--- src/rtl/lzc_pkg.sv ---
// rtl/lzc_pkg.sv - shared helpers for the leading/trailing match counter
package lzc_pkg;

  // Widest vector the bit-reverse helper can handle; lzc_pipe refuses anything wider.
  localparam int unsigned MAX_W = 1024;

  function automatic int unsigned cnt_width(input int unsigned w);
    return $clog2(w + 1);
  endfunction

  function automatic logic [MAX_W-1:0] bit_rev(input logic [MAX_W-1:0] x, input int unsigned w);
    logic [MAX_W-1:0] r;
    r = '0;
    for (int i = 0; i < MAX_W; i++) begin
      if (i < int'(w)) r[int'(w) - 1 - i] = x[i];
    end
    return r;
  endfunction

endpackage

--- src/rtl/pri.sv ---
// rtl/pri.sv - one-hot priority picker, first set bit from the MSB (or LSB)
module pri #(
  parameter int W        = 8,
  parameter bit FROM_LSB = 1'b0
) (
  input  logic [W-1:0] i_x,
  output logic [W-1:0] o_oh
);

  logic found;

  always_comb begin
    o_oh  = '0;
    found = 1'b0;
    for (int i = 0; i < W; i++) begin
      if (!found && i_x[FROM_LSB ? i : W - 1 - i]) begin
        o_oh[FROM_LSB ? i : W - 1 - i] = 1'b1;
        found = 1'b1;
      end
    end
  end

endmodule

--- src/rtl/lzc_pipe.sv ---
// rtl/lzc_pipe.sv - two-stage pipelined first-match finder with run-time direction/polarity
module lzc_pipe
  import lzc_pkg::*;
#(
  parameter int W     = 64,
  parameter int SEG_W = 8,
  parameter int TAG_W = 4,
  localparam int CW   = cnt_width(W)
) (
  input  logic             clk,
  input  logic             rst,
  input  logic             i_flush,
  input  logic             i_valid,
  output logic             o_ready,
  input  logic [W-1:0]     i_x,
  input  logic             i_from_lsb,
  input  logic             i_detect_zero,
  input  logic [TAG_W-1:0] i_tag,
  output logic             o_valid,
  input  logic             i_ready,
  output logic [W-1:0]     o_y,
  output logic [CW-1:0]    o_cnt,
  output logic             o_none,
  output logic [TAG_W-1:0] o_tag
);

  localparam int NS = (SEG_W > 0) ? W / SEG_W : 1;
  localparam int IW = (SEG_W > 1) ? $clog2(SEG_W) : 1;

  if (W < 2 || SEG_W < 1 || (W % SEG_W) != 0 || W > int'(MAX_W)) begin : g_bad_param
    $error("lzc_pipe: W must be >= 2 and a multiple of SEG_W");
  end

  typedef struct packed {
    logic [NS-1:0]            any;
    logic [NS-1:0][SEG_W-1:0] loc_oh;
    logic [NS-1:0][IW-1:0]    loc_idx;
    logic                     from_lsb;
    logic [TAG_W-1:0]         tag;
  } s1_rec_t;

  // Offset counted from the segment MSB, matching the scan order.
  function automatic logic [IW-1:0] oh_to_off(input logic [SEG_W-1:0] oh);
    logic [IW-1:0] r;
    r = '0;
    for (int j = 0; j < SEG_W; j++) begin
      if (oh[j]) r = r | IW'(SEG_W - 1 - j);
    end
    return r;
  endfunction

  logic                     s1_valid_q, s1_valid_d;
  logic                     s2_valid_q, s2_valid_d;
  s1_rec_t                  s1_q, s1_d, s1_new;
  logic [W-1:0]             y_q, y_d, y_new, y_norm;
  logic [CW-1:0]            cnt_q, cnt_d, cnt_new;
  logic                     none_q, none_d, none_new;
  logic [TAG_W-1:0]         tag_q, tag_d;
  logic [W-1:0]             x_n;
  logic [NS-1:0][SEG_W-1:0] seg_oh;
  logic [NS-1:0]            any_msb, sel_oh;
  logic                     s1_advance, in_fire, s2_load;

  // Fold polarity and direction away so the core only ever looks for the first 1 from the MSB.
  always_comb begin
    x_n = i_x ^ {W{i_detect_zero}};
    if (i_from_lsb) x_n = W'(bit_rev(MAX_W'(x_n), W));
  end

  for (genvar s = 0; s < NS; s++) begin : g_seg
    pri #(.W(SEG_W), .FROM_LSB(1'b0)) u_pri (
      .i_x  (x_n[W - 1 - s * SEG_W -: SEG_W]),
      .o_oh (seg_oh[s])
    );
    assign any_msb[NS - 1 - s] = s1_q.any[s];
  end

  always_comb begin
    s1_new          = '0;
    s1_new.from_lsb = i_from_lsb;
    s1_new.tag      = i_tag;
    for (int s = 0; s < NS; s++) begin
      s1_new.any[s]     = |seg_oh[s];
      s1_new.loc_oh[s]  = seg_oh[s];
      s1_new.loc_idx[s] = oh_to_off(seg_oh[s]);
    end
  end

  pri #(.W(NS), .FROM_LSB(1'b0)) u_sel (
    .i_x  (any_msb),
    .o_oh (sel_oh)
  );

  always_comb begin
    y_norm  = '0;
    cnt_new = '0;
    for (int s = 0; s < NS; s++) begin
      if (sel_oh[NS - 1 - s]) begin
        y_norm[W - 1 - s * SEG_W -: SEG_W] = s1_q.loc_oh[s];
        cnt_new = CW'(s * SEG_W) + CW'(s1_q.loc_idx[s]);
      end
    end
    none_new = ~|s1_q.any;
    if (none_new) cnt_new = CW'(W);
    y_new = s1_q.from_lsb ? W'(bit_rev(MAX_W'(y_norm), W)) : y_norm;
  end

  assign s1_advance = !s2_valid_q | i_ready;
  assign o_ready    = !s1_valid_q | s1_advance;
  assign in_fire    = i_valid & o_ready;
  assign s2_load    = s1_valid_q & s1_advance;

  always_comb begin
    s1_valid_d = o_ready ? in_fire : s1_valid_q;
    s2_valid_d = s1_advance ? s1_valid_q : s2_valid_q;
    if (i_flush) begin
      s1_valid_d = 1'b0;
      s2_valid_d = 1'b0;
    end
    s1_d   = in_fire ? s1_new : s1_q;
    y_d    = s2_load ? y_new : y_q;
    cnt_d  = s2_load ? cnt_new : cnt_q;
    none_d = s2_load ? none_new : none_q;
    tag_d  = s2_load ? s1_q.tag : tag_q;
  end

  always_ff @(posedge clk) begin
    if (rst) begin
      s1_valid_q <= 1'b0;
      s2_valid_q <= 1'b0;
      y_q        <= '0;
      cnt_q      <= '0;
      none_q     <= 1'b0;
      tag_q      <= '0;
    end else begin
      s1_valid_q <= s1_valid_d;
      s2_valid_q <= s2_valid_d;
      y_q        <= y_d;
      cnt_q      <= cnt_d;
      none_q     <= none_d;
      tag_q      <= tag_d;
    end
  end

  // Stage-1 record is only meaningful under s1_valid_q, so it needs no reset.
  always_ff @(posedge clk) begin
    s1_q <= s1_d;
  end

  assign o_valid = s2_valid_q;
  assign o_y     = y_q;
  assign o_cnt   = cnt_q;
  assign o_none  = none_q;
  assign o_tag   = tag_q;

endmodule
--- config.mk ---
export PLATFORM = sky130hd
export DESIGN_NAME = lzc_pipe
export DESIGN_NICKNAME = d
export VERILOG_FILES = /design/src/rtl/lzc_pkg.sv /design/src/rtl/pri.sv /design/src/rtl/lzc_pipe.sv
export SDC_FILE = /design/constraint.sdc
export NUM_CORES = 1
export LEC_CHECK = 0
export ABC_AREA = 1
export CAP_MARGIN = 40
export CORE_MARGIN = 5
export CORE_UTILIZATION = 31
export DETAILED_ROUTE_END_ITERATION = 7
export PLACE_DENSITY_LB_ADDON = 0.1
export SYNTH_ARGS = -nofsm -noshare
export SYNTH_HDL_FRONTEND = slang
export SYNTH_HIERARCHICAL = 1
export SYNTH_SLANG_ARGS = --single-unit
export TNS_END_PERCENT = 50
--- constraint.sdc ---
create_clock -name clk -period 4.2 [get_ports clk]
set_clock_uncertainty 0.2 [all_clocks]
set_input_delay 0.84 -clock clk [delete_from_list [all_inputs] [get_ports clk]]
set_output_delay 0.84 -clock clk [all_outputs]
set_load 0.02 [all_outputs]
Run 1, a small window of the routed layout:
The bar under the picture is 10 um long. Window x 34 to 59, y 34 to 59 um. Cells in grey, sequential cells in the stronger grey; small squares are vias.
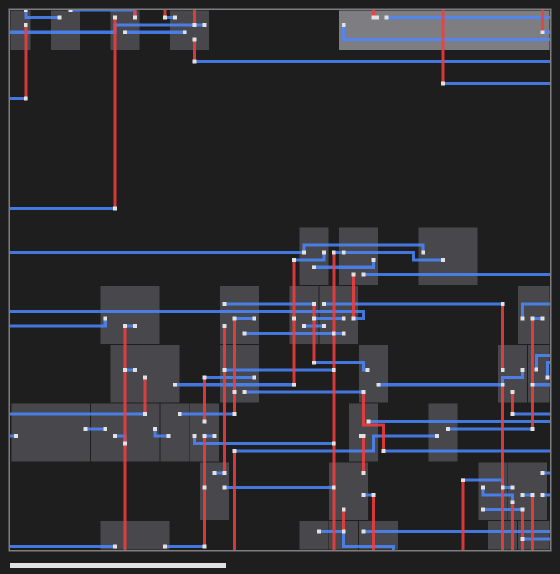
legend:
  blue:
    layer: M1
  red:
    layer: M2
cells with their middle in the window: 33
most frequent: inv_1 (8), o21ai_1 (5), nand2_1 (5)
sequential cells in the window: 1
netlist names of flops here include: s1_q (1)

Run 1, gate-type map:
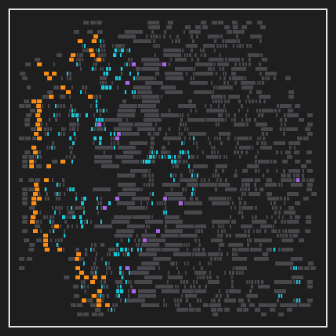
legend:
  purple:
    family: and/or cells
    cells: 15
  cyan:
    family: nor cells
    cells: 150
  orange:
    family: xor and xnor cells
    cells: 64
    where: a column on the left

==> job_summary.md, run 1 <==
### Flow metrics

| Metric | Value |
|---|---|
| WHS | `270 ps` |
| Leakage | `around 5.3 nW` |
| Critical Path Max Stage Delay | `400 ps` |
| Final setup viols | `0` |
| CP Data Arrival Time | `3070 ps` |
| Final Wtd Congestion | `between 0.8 and 0.9` |
| Rows | `64` |
| Syn_area_per_cell | `8.00 um^2` |
| Fin. max-slew vios | `0` |
| Hold Buf Count CTS | `0` |
| Met3 Track Usage GR | `3.15%` |
| Max Fclk | `around 0.32 GHz` |
| Max Cap Viol | `0` |
| Share of layout cells above drive strength 1 | `about 6.0%` |
| Yosys Chip Area | `9560 um^2` |
| RSZ-0062 raised after global routing | `false` |
| Syn_nets | `about 1300` |
| WL met1 | `14100 um` |
| Final Non-Filler Cells | `between 1500 and 2000` |
| Drt pass-1 iters | `5` |
| Synthesized cell area | `9560 um^2` |
| Post-Synthesis Cells | `1194` |
| Clock Tree Root | `clkbuf_16` |
| Highest metal used | `met4` |
| Number of routed nets with antenna violations | `0` |
| Slew @ Worst Pin | `945 ps` |
| Clock buffer depth | `2` |
| Worst-Skew Late Latency | `430 ps` |
| Cell type with the largest total area | `edfxtp_1` |
| Post-synthesis sequential area ratio | `47.9%` |
| Worst min-delay path category | `reg -> reg` |
| Met2 global-route usage | `19.6%` |
| Worst slew margin | `36.4%` |
| Crit Path Class | `in -> reg` |
| CP Max Fanout | `27` |
| Dpl cell area | `11200 um^2` |
| Final hold violations | `0` |
| Max IR drop VDD | `0.185 mV` |
| Largest net degree at the start of global routing | `76` |
| Final #Nets | `1386` |
| Fp util | `between 30% and 40%` |
| Initial antenna violation count | `0` |
| Commonest Layout Cell | `nand2_1` |
| Antenna diode count | `0` |
| Yosys Warn Count | `6` |
| Total routed wirelength | `26000 um` |
| Routed vias/inst | `4.60` |
| Pwr dens | `365 nW/um^2` |
| Min Tclk post-route | `3100 ps` |
| Total global routing overflow | `0` |
| Core ar. | `30500 um^2` |
| Crit path capture type | `flip-flop` |
| Worst EP required | `approximately 4200 ps` |
| Routed wl met3 | `1720 um` |
| Met1 usage | `24.9%` |
| Synth area leaders | `edfxtp_1 32%, dfxtp_1 16%, a21oi_1 9.0%` |
| Yosys stat cell total | `1194` |
| CP startpoint kind | `input port` |
| CP max stage cell | `or4_1` |
| Clk slew on worst S/H paths | `about 70 ps` |
| Total Power | `0.00432 W` |
| Die y size | `186 um` |
| Dpl hpwl | `19600 um` |
| Cell Type Count | `30` |
| Vias | `7915` |
| Setup WS pre-CTS | `625 ps` |
| Status | `complete, no violations` |
| DRC | `0` |
| Critical-path cell list | `buf_4 > buf_4 > xor2_1 > nand2_1 > o21ai_1 > nor2_2 > nand4_2 > nor3_1 > nor2_1 > nand2_1 > or4_1` |
| Clock sink total | `roughly 180` |
| H-tree Lvls | `4` |
| CTS buffer count | `17` |
| First-pass GRT wire length | `41400 um` |
| Setup tns final | `0 ps` |
| Post-synth regs | `178` |
| Design area | `between 10000 and 15000 um^2` |
| Post-CTS setup repair buffer count | `0` |
| # IOs | `153` |
| Vias in the first global route | `around 7400` |
| # placed instances | `roughly 1700` |
| Drt initial violations | `525` |
| Tool warnings | `26` |
| Final worst setup slack | `between 1000 and 1500 ps` |
| Post-CTS Resized | `0` |
| Horiz. Die Dim | `186 um` |
| Port Buffer Count | `152` |
| Die area | `34400 um^2` |
| Final worst path period share | `73.9%` |
| Met2 WL post-DR | `9940 um` |
| Synth-to-Final Area Change | `23.8%` |
| Synth top area share | `a little under a third` |
| Top cells excl fill/tap | `220 x nand2_1, 172 x a21oi_1, 170 x inv_1, 150 x clkdlybuf4s50_1, 104 x nor2_1` |
| CTS tree | `yes` |
Run 1, congestion heat map:
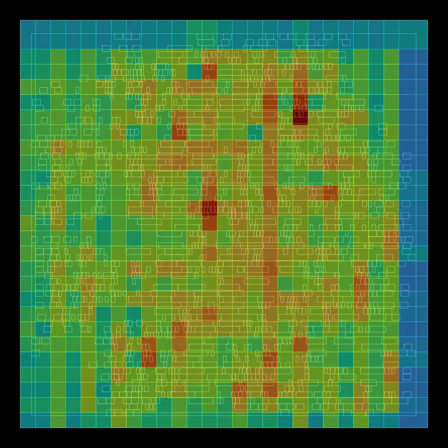
wire per inst: 15.1 um
Util after Layout: 38.8%
Top Usage Layer GRT: met1
GRT Total Usage: 15.1%

## run 1: area by class of cell
class / instances / area (um^2)
well taps: 396 / 495
repair buffers: 173 / 1700
clock inverters: 14 / 150
flip-flops and latches: 178 / 4570
clock buffers: 18 / 429
inverters: 175 / 659
multi-input cells: 766 / 3820
fillers: 3135 / 18700
## run 1: where the power goes
part | switching [W] | internal (W)
registers | 0.0000566 | 0.00197
logic | 0.000446 | 0.000278
clock network | 0.000684 | 0.000884
total | 0.00119 | 0.00313
## run 1: cell families after synthesis
group / count (synthesis) / share of synthesized area (%)
xor gates and xnor gates: 64 / 5.87
buffers and inverters: 250 / 12.2
and+or+nand+nor: 419 / 19.1
AOI/OAI and AO/OA: 283 / 15.0
DFF: 178 / 47.9
## run 1: state kept, by name (all words and copies together), names as in the netlist
name / flops
s1_valid_q: 1
any_msb: 8
o_tag: 4
o_cnt: 7
o_valid: 1
s1_q: 93
o_y: 64
## run 1: worst max-delay path: cells and delay by family
family	cells	cell delay, ps
buffers and inverters	2	630
AND/OR/NAND/NOR	7	1000
XOR/XNOR	1	210
AND-OR/OR-AND	1	370
## run 1: final timing paths
check | endpoint | depth (start not counted) | from | slack [ps]
worst max-delay path | any_msb[1] | 11 | i_detect_zero | 1100
worst min-delay path | o_cnt[5] | 2 | o_cnt[5] | 270
worst min register to register | o_cnt[5] | 2 | o_cnt[5] | 270
worst max register to register | o_cnt[0] | 9 | any_msb[7] | 1480
## run 1: synthesized netlist by cell type (all sizes together)
cell / instances
nor3: 28
o31ai: 1
clkinv: 1
inv: 174
or4: 14
nor4: 9
edfxtp: 101
buf: 56
o21ai: 104
a21oi: 172
o211ai: 2
or2: 1
o21a: 2
nor2: 113
clkbuf: 19
dfxtp: 77
xor2: 64
nand3: 21
nand4: 11
o22ai: 2
nand2: 222
Run 1, sequential cells coloured by netlist name:
The bar under the picture is 50 um long. Other sequential cells in the stronger grey, the rest of the logic in the fainter grey.
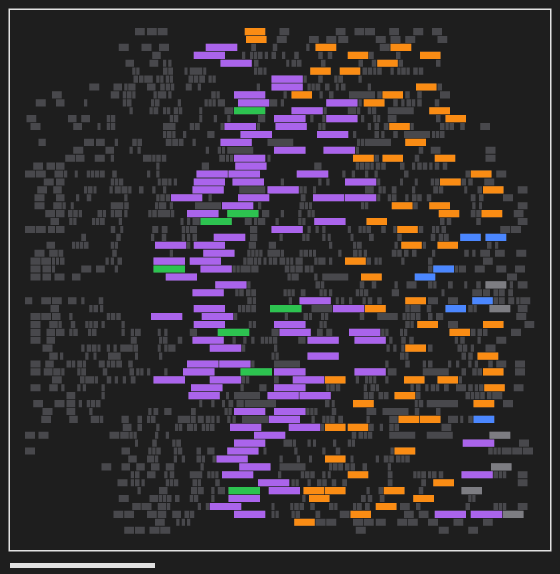

==> run 2, diff against run 1 <==
==> constraint.sdc (replaced) <==
create_clock -name clk -period 3 [get_ports clk]
set_clock_uncertainty 0.2 [all_clocks]
set_input_delay 0.6 -clock clk [delete_from_list [all_inputs] [get_ports clk]]
set_output_delay 0.6 -clock clk [all_outputs]
set_load 0.02 [all_outputs]
Run 2, sequential cells coloured by netlist name:
The bar under the picture is 50 um long. Other sequential cells in the stronger grey, the rest of the logic in the fainter grey.
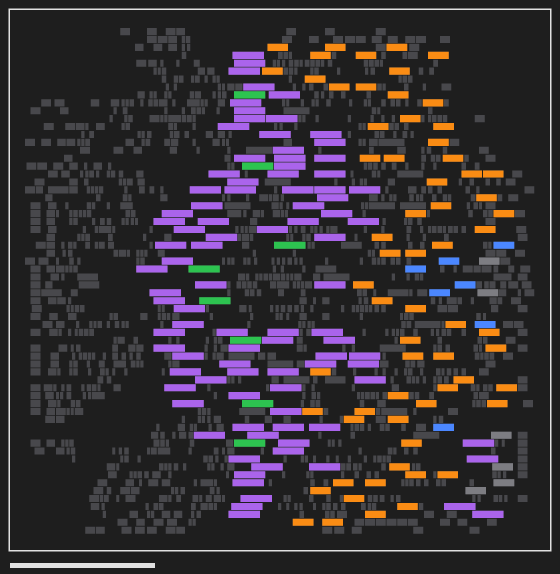
legend:
  orange:
    name_in_the_netlist: o_y
    sequential_cells: 64
  purple:
    name_in_the_netlist: s1_q
    sequential_cells: 93
  blue:
    name_in_the_netlist: o_cnt
    sequential_cells: 7
    where: middle right
  green:
    name_in_the_netlist: any_msb
    sequential_cells: 8
not coloured: 6

==> job_summary.md, run 2 <==
### Flow metrics

| Metric | Value |
|---|---|
| Design area | `12100 um^2` |
| Post-CTS setup repair buffer count | `0` |
| Synth-to-Final Area Change | `27.0%` |
| Synth top area share | `31.7%` |
| Syn_area_per_cell | `around 8 um^2` |
| Worst EP required | `2200 ps` |
| Top logic family | `simple AND/OR/NAND/NOR gates` |
| Pwr dens | `493 nW/um^2` |
| Dpl cell area | `11600 um^2` |
| Total routed wirelength | `25700 um` |
| Worst slew margin | `about 50%` |
| Top cells excl fill/tap | `219 x nand2_1, 172 x a21oi_1, 170 x inv_1, 150 x clkdlybuf4s50_1, 104 x nor2_1` |
| Number of routed nets with antenna violations | `0` |
| Simple share | `19.1%` |
| Synth area leaders | `edfxtp_1 32%, dfxtp_1 16%, a21oi_1 9.0%` |
| Post-Synthesis Cells | `about 1200` |
| Post-synth regs | `178` |
| Worst min-delay path category | `reg -> reg` |
| First-pass GRT wire length | `between 40000 and 50000 um` |
| Crit path to | `o_ready` |
| Port Buffer Count | `152` |
| Post-CTS Resized | `0` |
| Hold Crit Start | `o_cnt[1]` |
| Crit path from | `i_ready` |
| Vias | `about 8000` |
| CP startpoint kind | `input port` |
| Hold Buf Count CTS | `0` |
| Fin. max-slew vios | `0` |
| RSZ-0062 raised after global routing | `false` |
| Dpl hpwl | `19500 um` |
| Max reg flops | `~93` |
| Top_reg_cell synth | `edfxtp_1` |
| Antenna diode count | `0` |
| Reg2reg start | `any_msb[7]` |
| CP Max Fanout | `3` |
| Synthesized cell area | `about 9600 um^2` |
| Setup tns final | `0 ps` |
| Clock sink total | `178` |
| Yosys Chip Area | `9560 um^2` |
| Top cells by count | `220 x nand2_1, 172 x a21oi_1, 171 x inv_1` |
| Routed vias/inst | `4.51` |
| Reg2reg setup slack | `~700 ps` |
| Crit path capture type | `primary output` |
| RR Endpoint | `o_cnt[3]` |
| Final #Nets | `1420` |
| Die y size | `186 um` |
| Syn_nets | `1269` |
| Final worst setup slack | `409 ps` |
| Hold depth | `2` |
| Tool warnings | `26` |
| Status | `complete, no violations` |
| Yosys Warn Count | `6` |
| Worst-Skew Late Latency | `430 ps` |
| # IOs | `between 150 and 200` |
| Share of async-settable or async-resettable flops after synthesis | `0%` |
| Largest net degree at the start of global routing | `76` |
| Adder share | `0%` |
| Max Cap Viol | `0` |
| H-tree Lvls | `4` |
| DRC | `0` |
| Slew @ Worst Pin | `723 ps` |
| Post-synth EDFFs | `101` |
| Drt pass-1 iters | `4` |
| Clock Tree Root | `clkbuf_16` |
| Total global routing overflow | `0` |
| Leakage | `5.44 nW` |
| Cell Type Count | `30` |
| Commonest Layout Cell | `nand2_1` |
| Rows | `64` |
| Cell type with the largest total area | `edfxtp_1` |
| Most flops, register | `s1_q` |
| Post-synthesis sequential area ratio | `between 40% and 50%` |
| Post-Synth XOR/XNOR Area | `5.87%` |
| Min Tclk post-route | `2590 ps` |
| CTS tree | `yes` |
| Wire per inst | `14.7 um` |
| Clock buffer depth | `2` |
| CP Data Arrival Time | `between 1500 and 2000 ps` |
| Die area | `34400 um^2` |
| Crit Path Class | `in -> out` |
| Final hold violations | `0` |
| R2r worst-path depth | `9` |
| Clk slew on worst S/H paths | `70 ps` |
| Setup WS pre-CTS | `-33.2 ps` |
| Max Fclk | `0.386 GHz` |
| Top-count cell post-synth | `nand2_1` |
| Drt initial violations | `between 500 and 600` |
| Horiz. Die Dim | `186 um` |
| GRT Total Usage | `between 10% and 20%` |
| MUX share of area | `0%` |
| Compound Share, Synth | `15.0%` |
| Yosys stat cell total | `between 1000 and 1500` |
| Share of layout cells above drive strength 1 | `between 8 and 9%` |
| Core ar. | `roughly 31000 um^2` |
| Final setup viols | `0` |
| Hold Path End | `o_cnt[1]` |
| Max IR drop VDD | `0.266 mV` |
| Vias in the first global route | `7442` |
| CTS buffer count | `17` |
| Final worst path period share | `86.4%` |
| Fp util | `31.3%` |
| Final Wtd Congestion | `a little under 0.8` |
| Initial antenna violation count | `0` |
Run 2, wires at chosen ports, followed through buffers:
The bar under the picture is 50 um long.
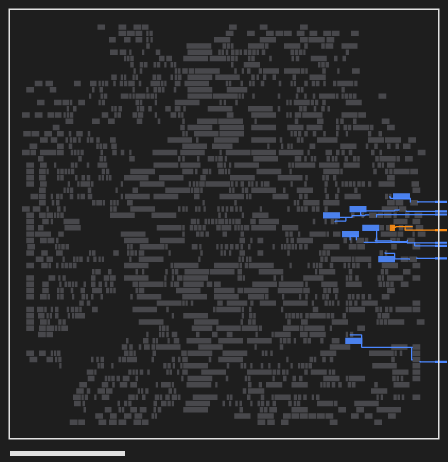
legend:
  orange:
    port: i_flush
    bits: 1
    direction: input
    end_cells: 1
    buffers: 1
    wire: 24.3 um
  blue:
    port: o_cnt
    bits: 7
    direction: output
    end_cells: 7
    buffers: 7
    wire: 242 um

run 2: cell counts after synthesis:
Identical to the previous run, type by type.
run 2: final cells by class:
| class | instances | area, um^2 |
|---|---|---|
| multi-input combinational | 766 | 3830 |
| timing repair buffer | 207 | 2030 |
| sequential | 178 | 4570 |
| clock inverter | 13 | 103 |
| tap | 396 | 495 |
| fill | 3194 | 18400 |
| inverter | 175 | 662 |
| clock buffer | 19 | 443 |
run 2: cells by family (layout without fill, tap and decap cells):
group	after synthesis	after routing
compound gates	283	283
xor+xnor	64	64
buf+inv	250	414
flops	178	178
simple gates	419	419
run 2: stage by stage:
step | hold slack [ps] | utilization, % | total power, W | std cells
after global placement | 253 | 38.0 | 0.00396 | 1722
final | 267 | 39.8 | 0.00598 | 1754
after detailed placement | 255 | 38.0 | 0.00397 | 1722
after global routing | 287 | 39.8 | 0.00630 | 1754
after floorplan | 266 | - | 0.00354 | 1194
after CTS | 266 | 39.8 | 0.00605 | 1754
run 2: where the power goes:
part	internal (W)	switching [W]	leakage (nW)
Sequential	0.00275	0.0000711	1.67
Clock	0.00110	0.000985	0.263
Combinational	0.000442	0.000635	3.51
Total	0.00429	0.00169	5.44
run 2: per-layer routing:
| layer | part of all wire (%) | wire length, um | GRT usage [%] | vias to the layer above |
|---|---|---|---|---|
| met5 | 0 | 0 | 0 | - |
| li1 | - | - | - | 4187 |
| met3 | 5.3 | 1360 | 2.91 | 14 |
| met2 | 38 | 9780 | 19.4 | 199 |
| met1 | 56 | 14300 | 25.5 | 3515 |
| met4 | 0.98 | 251 | 3.38 | 0 |
run 2: critical path: stages:
cell and delay [ps]:
clkdlybuf4s50_1 470, inv_2 60, nand3_4 60, clkdlybuf4s50_1 600
No activity file was given, so power comes from the tool's default toggle rates.
